## src/rtl/alu_pkg.sv

```systemverilog
// Shared types and constants for the two-requester ALU sharing controller.
package alu_pkg;

  localparam int unsigned DATA_W = 32;
  localparam int unsigned OP_W   = 4;
  localparam int unsigned FLG_W  = 4;

  localparam logic [OP_W-1:0] OP_ADD  = 4'b0000;
  localparam logic [OP_W-1:0] OP_SLL  = 4'b0001;
  localparam logic [OP_W-1:0] OP_SLT  = 4'b0010;
  localparam logic [OP_W-1:0] OP_SLTU = 4'b0011;
  localparam logic [OP_W-1:0] OP_XOR  = 4'b0100;
  localparam logic [OP_W-1:0] OP_SRL  = 4'b0101;
  localparam logic [OP_W-1:0] OP_OR   = 4'b0110;
  localparam logic [OP_W-1:0] OP_AND  = 4'b0111;
  localparam logic [OP_W-1:0] OP_SUB  = 4'b1000;
  localparam logic [OP_W-1:0] OP_SRA  = 4'b1101;

  // Bit positions inside rsp_flags = {ZF,CF,OF,SF}
  localparam int unsigned FLG_Z = 3;
  localparam int unsigned FLG_C = 2;
  localparam int unsigned FLG_O = 1;
  localparam int unsigned FLG_S = 0;

  typedef enum logic [1:0] {
    ST_IDLE = 2'd0,
    ST_EXEC = 2'd1,
    ST_RESP = 2'd2
  } state_t;

  typedef struct packed {
    logic [DATA_W-1:0] a;
    logic [DATA_W-1:0] b;
    logic [OP_W-1:0]   op;
  } alu_req_t;

  function automatic logic is_legal_op(input logic [OP_W-1:0] op);
    case (op)
      OP_ADD, OP_SLL, OP_SLT, OP_SLTU, OP_XOR,
      OP_SRL, OP_OR, OP_AND, OP_SUB, OP_SRA: return 1'b1;
      default:                               return 1'b0;
    endcase
  endfunction

endpackage

```

## src/rtl/alu_arb2.sv

```systemverilog
// Two-way one-hot arbiter. ALU_ARB_RR_EN selects round-robin on ties;
// otherwise port 0 has fixed priority.
module alu_arb2 (
  input  logic [1:0] req,
  input  logic       last_grant,
  output logic [1:0] grant_c
);

`ifdef ALU_ARB_RR_EN
  // On a tie, the port that did not win last time goes first
  always_comb begin
    grant_c = 2'b00;
    if (&req) grant_c = last_grant ? 2'b01 : 2'b10;
    else      grant_c = req;
  end
`else
  logic unused_last_grant;
  assign unused_last_grant = last_grant;

  always_comb begin
    grant_c = 2'b00;
    if (req[0])      grant_c = 2'b01;
    else if (req[1]) grant_c = 2'b10;
  end
`endif

endmodule

```

## src/rtl/alu_share_ctrl.sv

```systemverilog
// Shares one external combinational ALU between two valid/ready requesters.
// Arbitration policy is set by the ALU_ARB_RR_EN macro (see alu_arb2).
module alu_share_ctrl
  import alu_pkg::*;
#(
  parameter int unsigned TAG_W = 4
) (
  input  logic              clk,
  input  logic              rst_n,
  input  logic [1:0]        req_valid,
  output logic [1:0]        req_ready,
  input  logic [DATA_W-1:0] req_a0,
  input  logic [DATA_W-1:0] req_b0,
  input  logic [DATA_W-1:0] req_a1,
  input  logic [DATA_W-1:0] req_b1,
  input  logic [OP_W-1:0]   req_op0,
  input  logic [OP_W-1:0]   req_op1,
  input  logic [TAG_W-1:0]  req_tag0,
  input  logic [TAG_W-1:0]  req_tag1,
  output logic [1:0]        rsp_valid,
  input  logic [1:0]        rsp_ready,
  output logic [DATA_W-1:0] rsp_out,
  output logic [FLG_W-1:0]  rsp_flags,
  output logic              rsp_err,
  output logic [TAG_W-1:0]  rsp_tag,
  output logic [DATA_W-1:0] alu_a,
  output logic [DATA_W-1:0] alu_b,
  output logic [OP_W-1:0]   alu_op,
  input  logic [DATA_W-1:0] alu_out,
  input  logic              alu_cf,
  input  logic              alu_of
);

  state_t             state_q, state_d;
  logic [1:0]         grant_c;
  logic               win_c;
  logic               last_grant_q;
  logic               owner_q;
  logic [TAG_W-1:0]   tag_q;
  logic               accept_c, capture_c, release_c;
  alu_req_t           win_req_c;
  logic [TAG_W-1:0]   win_tag_c;
  logic               legal_c;
  logic [DATA_W-1:0]  res_c;
  logic [FLG_W-1:0]   flags_c;

  alu_arb2 u_arb (
    .req        (req_valid),
    .last_grant (last_grant_q),
    .grant_c    (grant_c)
  );

  // Ready only in IDLE and only toward the arbitration winner
  assign req_ready = (state_q == ST_IDLE) ? grant_c : 2'b00;
  assign win_c     = grant_c[1];
  assign win_req_c = win_c ? {req_a1, req_b1, req_op1} : {req_a0, req_b0, req_op0};
  assign win_tag_c = win_c ? req_tag1 : req_tag0;

  always_ff @(posedge clk or negedge rst_n) begin
    if (!rst_n) state_q <= ST_IDLE;
    else        state_q <= state_d;
  end

  always_comb begin
    state_d   = state_q;
    accept_c  = 1'b0;
    capture_c = 1'b0;
    release_c = 1'b0;
    case (state_q)
      ST_IDLE: if (|req_ready) begin
        accept_c = 1'b1;
        state_d  = ST_EXEC;
      end
      ST_EXEC: begin
        capture_c = 1'b1;
        state_d   = ST_RESP;
      end
      ST_RESP: if (rsp_ready[owner_q]) begin
        release_c = 1'b1;
        state_d   = ST_IDLE;
      end
      default: state_d = ST_IDLE;
    endcase
  end

  // Result and flags; illegal opcodes report zero result/flags with err set
  always_comb begin
    legal_c = is_legal_op(alu_op);
    res_c   = legal_c ? alu_out : '0;
    flags_c = '0;
    if (legal_c) begin
      flags_c[FLG_Z] = (res_c == '0);
      flags_c[FLG_S] = res_c[DATA_W-1];
      if (alu_op == OP_ADD || alu_op == OP_SUB) begin
        flags_c[FLG_C] = alu_cf;
        flags_c[FLG_O] = alu_of;
      end
    end
  end

  always_ff @(posedge clk or negedge rst_n) begin
    if (!rst_n) begin
      alu_a        <= '0;
      alu_b        <= '0;
      alu_op       <= '0;
      tag_q        <= '0;
      owner_q      <= 1'b0;
      last_grant_q <= 1'b1;
      rsp_valid    <= 2'b00;
      rsp_out      <= '0;
      rsp_flags    <= '0;
      rsp_err      <= 1'b0;
      rsp_tag      <= '0;
    end else begin
      if (accept_c) begin
        alu_a        <= win_req_c.a;
        alu_b        <= win_req_c.b;
        alu_op       <= win_req_c.op;
        tag_q        <= win_tag_c;
        owner_q      <= win_c;
        last_grant_q <= win_c;
      end
      if (capture_c) begin
        rsp_out   <= res_c;
        rsp_flags <= flags_c;
        rsp_err   <= ~legal_c;
        rsp_tag   <= tag_q;
        rsp_valid <= owner_q ? 2'b10 : 2'b01;
      end
      if (release_c) rsp_valid <= 2'b00;
    end
  end

endmodule

```

## config.mk

```make
export PLATFORM = sky130hd
export DESIGN_NAME = alu_share_ctrl
export DESIGN_NICKNAME = d
export VERILOG_FILES = /design/src/rtl/alu_pkg.sv /design/src/rtl/alu_arb2.sv /design/src/rtl/alu_share_ctrl.sv
export SDC_FILE = /design/constraint.sdc
export NUM_CORES = 1
export LEC_CHECK = 0
export ABC_CLOCK_PERIOD_IN_PS = 1700
export CELL_PAD_IN_SITES_DETAIL_PLACEMENT = 0
export CELL_PAD_IN_SITES_GLOBAL_PLACEMENT = 2
export CORE_ASPECT_RATIO = 0.7
export CORE_MARGIN = 2
export CORE_UTILIZATION = 22
export DETAILED_ROUTE_END_ITERATION = 6
export GPL_TIMING_DRIVEN = 1
export PLACE_DENSITY = 0.87
export SETUP_SLACK_MARGIN = 0.2
export SKIP_CTS_REPAIR_TIMING = 1
export SLEW_MARGIN = 30
export SYNTH_ARGS = -nofsm -noshare
export SYNTH_HDL_FRONTEND = slang
export SYNTH_SLANG_ARGS = --single-unit
```

## constraint.sdc

```tcl
create_clock -name clk -period 1.7 [get_ports clk]
set_input_delay 0.17 -clock clk [delete_from_list [all_inputs] [get_ports clk]]
set_output_delay 0.17 -clock clk [all_outputs]
set_load 0.005 [all_outputs]
```

### M1 wires

The bar under the picture is 50 um long. Supply wires on this layer in grey. Cells faint in the background.
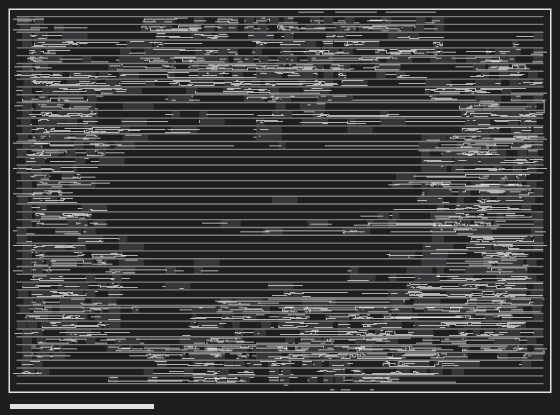
wire length on this layer: 8150 um
share of all routed wire: 46%

### The metal 2 layer

The bar under the picture is 50 um long. Cells faint in the background.
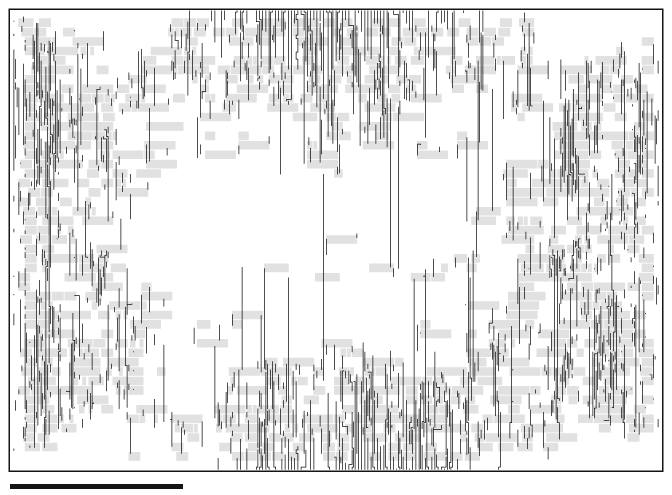
longest straight run: 59.5 um
wire length on this layer: 7810 um
main direction: vertical
wirelength, routed: 17800 um
routing usage on met2: 20.3%
routed vias: 4643

==> results.yml <==
# generated from flow reports
finish:
  nets: 968
  area_growth_pct: 86.3
  diodes: 0
  drive_gt1_share_pct: 14.7
  layout.cells.non_filler: 1115
  stdcell_area_mm2: 0.00972
floorplan:
  initCoreUtil_pct: 22.2
  die_h_um: 133
  dieArea_mm2: 0.0250
  die_width_um: 188
logic_synthesis:
  area_leaders: "dfrtp_1 56%, mux2i_1 14%, o21ai_1 7.3%, nand2_1 6.0%, a22o_1 5.5%"
  synth-seq-cells: 117
  yosys_most_used_dff: "dfrtp_1"
  synth_seq_share_pct: 56.1
  mux_share_pct: 14.7
  edf_count: 0
  xor_area_share_pct: 0.168
  ys_top_logic_family: "multiplexers"
  ys_top_cells_by_count: "117 x dfrtp_1, 83 x nand2_1, 76 x o21ai_1, 72 x mux2i_1, 33 x a22o_1"
  synthSimpleGateAreaFrac_pct: 8.51
  ys_warn_count: 0
  syn_area_per_cell_um2: 11.6
  ys_types: 33
  syn_nets: 635
  synthAoiAreaFrac_pct: 14.1
  yosysTopAreaCell: "dfrtp_1"
  adder_share_pct: 0
  top_area_share_pct: 56.1
  synth_area_mm2: 0.00522
  top_cell: "dfrtp_1"
  syn_inst: 451
placed_design:
  gp_congestion: 0.750
  port_buffers: 296
  dp.cells: 1067
  dp_hpwl_um: 12900
  dpl_worst_slack_ns: -0.0545
job:
  warning_count: 27
  cap_violations: 0
sta:
  clock_skew_ns: 0.0111
  final.setup.tns_ns: 0
  fin_crit_ns: 1.46
  period_used_pct: 86.0
  fin_hold_ws_ns: 0.290
  slew_headroom_pct: 65.4
  clock.fmax_ghz: 0.684
  final-hold-violation-count: 0
  slew_violations: 0
  worst_slew_pin_slew_ns: 0.519
  setup_viol: 0
worst_setup_path:
  crit_buf_inv: 1
  max_stage_delay_ns: 0.53
  arrival_ns: 1.29
  worstPathRequired_ns: 1.53
  path_class: "reg -> out"
  crit_cells: 1
  cpMaxStageDelayCell: "clkdlybuf4s50_1"
  cp_max_fo: 2
cts:
  clk_latency_ns: 0.41
  cts_tree: "built"
  clk_pin_slew_ns: 0.06
  cts_sinks: 117
  clock_path_buffers: 2
  cts_buffers: 17
  cts_root_buf: "clkbuf_16"
route:
  wl_met3_um: 1710
  ant_nets: 0
  drt_iter0_markers: 170
  route.met2.wl_um: 7810
  m1WireLength_um: 8150
  drcViolationCount: 0
  vias_per_cell: 4.16
  route.top_layer_used: "met4"
pwr:
  p_per_area_mw_per_mm2: 1630
  finalPower_mw: 15.8
  peakVddDrop_mv: 0.636
  leakage_nw: 4.64
hold_path:
  min_path_type: "in -> async"
global_route:
  grtUsageMet3_pct: 6.15
  first_global_vias: 4731
  grt_pass1_wl_um: 26400
  grt-ovfl-total: 0
outcome:
  outcome: "finished, final reports clean"
### Routing congestion

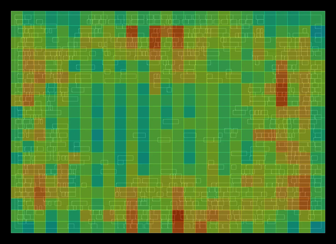
Core Util, Final: 41.4%
Global Route Usage Sum: 13.6%
post-DR wirelength/cell: 16.0 um
gr busiest metal: met2

## path summary, 6_finish.rpt
check / start / to / slack (ns)
setup / recovery: alu_a[26] / alu_a[26] / 0.24
hold / removal: rst_n / tag_q[1] / 0.29
setup reg to reg: state_q[1] / alu_a[9] / 0.25
hold reg to reg: alu_a[27] / alu_a[27] / 0.48
max in group asynchronous: rst_n / rsp_out[23] / 0.85
min in group clk: alu_of / rsp_flags[1] / 0.30
## state kept, by name, indices dropped and copies added, names as in the netlist
signal / flops
rsp_flags: 4
alu_b: 32
rsp_err: 1
rsp_tag: 4
rsp_out: 31
state_q: 2
alu_a: 32
rsp_valid: 2
tag_q: 4
owner_q: 1
alu_op: 4
## final cells by class
class	instances	area (um^2)	area share, %
timing repair buffer	346	3720	38.3
sequential	117	2930	30.1
multi-input combinational	298	2040	21.0
clock buffer	17	425	4.38
tap	318	398	4.09
clock inverter	15	193	1.98
inverter	4	15.0	0.154
## where the power goes
group          switching [mW]  internal [mW]
Sequential              0.767           4.11
Combinational            2.85           4.31
Clock                    1.42           2.34
Total                    5.04           10.8
## placed cells by master (no fill, tap or decap), types with 2 or more instances in the layout
| cell | count |
|---|---|
| a21oi_1 | 2 |
| a22o_1 | 33 |
| buf_12 | 13 |
| buf_4 | 26 |
| buf_6 | 7 |
| bufinv_16 | 3 |
| clkbuf_16 | 21 |
| clkdlybuf4s50_1 | 246 |
| clkinv_4 | 4 |
| dfrtp_1 | 115 |
| dfrtp_2 | 2 |
| dlymetal6s2s_1 | 49 |
| inv_1 | 3 |
| inv_6 | 5 |
| mux2_2 | 4 |
| mux2i_1 | 72 |
| nand2_1 | 71 |
| nand2_2 | 12 |
| nand4_1 | 2 |
| nor2b_1 | 2 |
| nor2b_4 | 2 |
| nor4_1 | 8 |
| o21ai_1 | 67 |
| o21ai_2 | 9 |
No activity file was given, so power comes from the tool's default toggle rates.
